## config.mk

```make
export PLATFORM = sky130hd
export DESIGN_NAME = retire_trace_unit
export DESIGN_NICKNAME = d
export VERILOG_FILES = /design/src/rtl/cpu_trace_pkg.sv /design/src/rtl/trace_fifo.sv /design/src/rtl/retire_trace_unit.sv
export SDC_FILE = /design/constraint.sdc
export NUM_CORES = 2
export LEC_CHECK = 0
export CAP_MARGIN = 15
export CORE_UTILIZATION = 55
export DETAILED_ROUTE_END_ITERATION = 16
export DONT_BUFFER_PORTS = 1
export PLACE_DENSITY_LB_ADDON = 0.1
export SLEW_MARGIN = 20
export SYNTH_ARGS = -nofsm -noshare
export SYNTH_HDL_FRONTEND = slang
export SYNTH_SLANG_ARGS = --single-unit
```

## constraint.sdc

```tcl
create_clock -name clk -period 30.6 [get_ports clk]
set_input_delay 6.12 -clock clk [delete_from_list [all_inputs] [get_ports clk]]
set_output_delay 6.12 -clock clk [all_outputs]
set_load 0.1 [all_outputs]
```

## src/rtl/cpu_trace_pkg.sv

```systemverilog
// Shared definitions for the retire trace path: record layout, field offsets,
// FIFO occupancy states and a record builder.
package cpu_trace_pkg;

   localparam int RETIRE_W     = 70;
   localparam int RT_PC_LSB    = 0;
   localparam int RT_WDATA_LSB = 32;
   localparam int RT_WADDR_LSB = 64;
   localparam int RT_EN_BIT    = 69;

   typedef struct packed {
      logic        en;
      logic [4:0]  waddr;
      logic [31:0] wdata;
      logic [31:0] pc;
   } retire_rec_t;

   typedef enum logic [1:0] {
      FIFO_EMPTY,
      FIFO_PARTIAL,
      FIFO_FULL
   } fifo_state_t;

   function automatic retire_rec_t make_rec(input logic [4:0]  waddr,
                                            input logic [31:0] wdata,
                                            input logic [31:0] pc);
      logic [RETIRE_W-1:0] v;
      v                        = '0;
      v[RT_EN_BIT]             = 1'b1;
      v[RT_WADDR_LSB +: 5]     = waddr;
      v[RT_WDATA_LSB +: 32]    = wdata;
      v[RT_PC_LSB +: 32]       = pc;
      return retire_rec_t'(v);
   endfunction

endpackage

```

## src/rtl/trace_fifo.sv

```systemverilog
// Synchronous FIFO with valid/ready pop, exact occupancy count and full flag.
// The head holds the last popped word while empty, so output data never glitches to stale slots.
module trace_fifo
   import cpu_trace_pkg::*;
#(
   parameter int DEPTH = 8,
   parameter int WIDTH = RETIRE_W,
   localparam int AW   = $clog2(DEPTH),
   localparam int CW   = AW + 1
) (
   input  logic             clk,
   input  logic             rst,
   input  logic             i_push,
   input  logic [WIDTH-1:0] i_data,
   output logic             o_valid,
   input  logic             i_ready,
   output logic [WIDTH-1:0] o_data,
   output logic [CW-1:0]    o_count,
   output logic             o_full
);

   logic [WIDTH-1:0] r_mem [DEPTH];
   logic [AW-1:0]    r_wr_ptr;
   logic [AW-1:0]    r_rd_ptr;
   logic [CW-1:0]    r_count;
   logic [WIDTH-1:0] r_last;
   fifo_state_t      r_state;
   fifo_state_t      w_state_nxt;
   logic             w_pop;
   logic             w_write;

   assign o_valid = (r_state != FIFO_EMPTY);
   assign o_full  = (r_state == FIFO_FULL);
   assign o_count = r_count;
   assign o_data  = o_valid ? r_mem[r_rd_ptr] : r_last;
   assign w_pop   = o_valid & i_ready;
   // A full FIFO still accepts a push when the head leaves in the same cycle.
   assign w_write = i_push & (!o_full | w_pop);

   always_comb begin
      w_state_nxt = r_state;
      case (r_state)
         FIFO_EMPTY: begin
            if (w_write) w_state_nxt = FIFO_PARTIAL;
         end
         FIFO_PARTIAL: begin
            if (w_write && !w_pop && r_count == CW'(DEPTH - 1))
               w_state_nxt = FIFO_FULL;
            else if (w_pop && !w_write && r_count == CW'(1))
               w_state_nxt = FIFO_EMPTY;
         end
         FIFO_FULL: begin
            if (w_pop && !w_write) w_state_nxt = FIFO_PARTIAL;
         end
         default: w_state_nxt = FIFO_EMPTY;
      endcase
   end

   always_ff @(posedge clk or posedge rst) begin
      if (rst) begin
         r_state  <= FIFO_EMPTY;
         r_wr_ptr <= '0;
         r_rd_ptr <= '0;
         r_count  <= '0;
         r_last   <= '0;
         for (int i = 0; i < DEPTH; i++) r_mem[i] <= '0;
      end else begin
         r_state <= w_state_nxt;
         if (w_write) begin
            r_mem[r_wr_ptr] <= i_data;
            r_wr_ptr        <= r_wr_ptr + AW'(1);
         end
         if (w_pop) begin
            r_last   <= r_mem[r_rd_ptr];
            r_rd_ptr <= r_rd_ptr + AW'(1);
         end
         if (w_write && !w_pop)
            r_count <= r_count + CW'(1);
         else if (w_pop && !w_write)
            r_count <= r_count - CW'(1);
      end
   end

endmodule

```

## src/rtl/retire_trace_unit.sv

```systemverilog
// Tracks the in-flight PC, forms the registered retire record, counts retirements
// and drops, flags multiple writebacks, and buffers records in the trace FIFO.
module retire_trace_unit
   import cpu_trace_pkg::*;
#(
   parameter int FIFO_DEPTH = 8,
   parameter int CNT_W      = 32
) (
   input  logic                        clk,
   input  logic                        rst,
   input  logic                        inst_accept,
   input  logic [31:0]                 inst_pc,
   input  logic                        inst_done,
   input  logic                        rf_wen,
   input  logic [4:0]                  rf_waddr,
   input  logic [31:0]                 rf_wdata,
   output logic [RETIRE_W-1:0]         inst_retire,
   output logic                        trace_valid,
   input  logic                        trace_ready,
   output logic [RETIRE_W-1:0]         trace_data,
   output logic [$clog2(FIFO_DEPTH):0] fifo_count,
   output logic [CNT_W-1:0]            retired_cnt,
   output logic [CNT_W-1:0]            drop_cnt,
   output logic                        multi_wb_err
);

   logic [31:0]    r_cur_pc;
   retire_rec_t    r_rec;
   logic           r_push;
   logic           r_wb_seen;
   logic           r_multi;
   logic [CNT_W-1:0] r_retired;
   logic [CNT_W-1:0] r_drop;
   logic           w_fifo_full;
   logic           w_drop;

   assign inst_retire  = r_rec;
   assign retired_cnt  = r_retired;
   assign drop_cnt     = r_drop;
   assign multi_wb_err = r_multi;
   assign w_drop       = r_push & w_fifo_full & !(trace_valid & trace_ready);

   always_ff @(posedge clk or posedge rst) begin
      if (rst) begin
         r_cur_pc  <= '0;
         r_rec     <= '0;
         r_push    <= 1'b0;
         r_wb_seen <= 1'b0;
         r_multi   <= 1'b0;
         r_retired <= '0;
         r_drop    <= '0;
      end else begin
         if (inst_accept) r_cur_pc <= inst_pc;
         // A write coinciding with accept belongs to the previous instruction: use the old PC.
         if (rf_wen)
            r_rec <= make_rec(rf_waddr, rf_wdata, r_cur_pc);
         else
            r_rec.en <= 1'b0;
         r_push <= rf_wen;
         if (inst_done)
            r_wb_seen <= 1'b0;
         else if (rf_wen)
            r_wb_seen <= 1'b1;
         if (rf_wen && r_wb_seen) r_multi <= 1'b1;
         if (inst_done) r_retired <= r_retired + CNT_W'(1);
         if (w_drop && r_drop != '1) r_drop <= r_drop + CNT_W'(1);
      end
   end

   trace_fifo #(
      .DEPTH (FIFO_DEPTH),
      .WIDTH (RETIRE_W)
   ) u_trace_fifo (
      .clk     (clk),
      .rst     (rst),
      .i_push  (r_push),
      .i_data  (r_rec),
      .o_valid (trace_valid),
      .i_ready (trace_ready),
      .o_data  (trace_data),
      .o_count (fifo_count),
      .o_full  (w_fifo_full)
   );

endmodule
```

power_grid.png
Scale bar: 100 um. Pins as bars on the die edge.
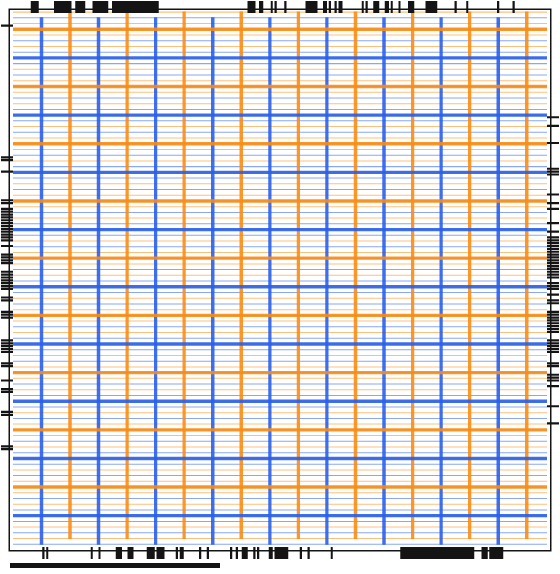
| net | colour |
|---|---|
| VDD | orange |
| VSS | blue |
met1 rails: 94
signal pins: 285

placement_by_type.png
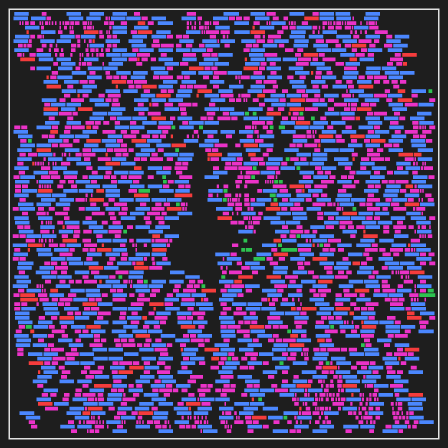
| class | colour | cells |
|---|---|---|
| sequential cells | blue | 810 |
| combinational and other logic | magenta | 1407 |
| clock drivers and dummy loads | red | 156 |
| remaining buffers and delay cells | green | 50 |
cell row count: 93
share of the final layout cell area in sequential cells: 51.1%

clk_routes.png
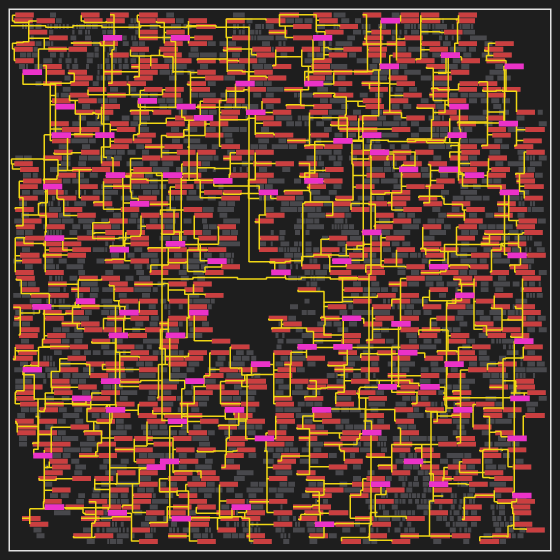
[clock drivers] magenta | count: 85
[clock wires] yellow | length: 9710 um
[flip-flops] red | count: 810
flops lie: spread over the die

==> run_results.csv <==
group,metric,value,unit
final_layout,antenna-diode-count,1,
sta,holdWs,0.460,ns
clock_network,post_cts_resized,0,
sta,final.setup.tns,0,ns
final_layout,seqCellArea,0.0203,mm^2
final_layout,ff_count,810,
global_routing,top_usage_layer,"met2",
critical_path,crit_path_max_fanout,65,
clock_network,cts_buffers,85,
final_layout,fin_nets,2438,
synthesis,top_cells_by_count,"dfrtp_1, mux2_2, mux4_2, nand2_1, nor2_1",
synthesis,dominant_register_cell,"dfrtp_1",
synthesis,synth.comb.largest_family,"multiplexers",
route,vias_per_instance,5.99,
critical_path,worstPathCellList,"or2_4, buf_6, buf_4, nor2_1, a21oi_2",
critical_path,startpoint_type,"flip-flop",
placed_design,dpl-instance-area,0.0368,mm^2
outcome,status,"completed",
floorplan,floorplan.die.height,257,um
critical_path,worst_r2r_startpoint,"r_push",
synthesis,synth_sequential_area_ratio,56.8,%
final_layout,signal_buffer_area_fraction,1.15,%
floorplan,dieWidth,257,um
route,detail_route.first_pass.iterations,5,
synthesis,syn_area,0.0357,mm^2
route,wl_met1,35000,um
synthesis,ys_area,0.0357,mm^2
final_layout,layout-drive-gt1-share,44.9,%
critical_path,timing.critical_path.arrival,4.37,ns
final_layout,inverters,9,
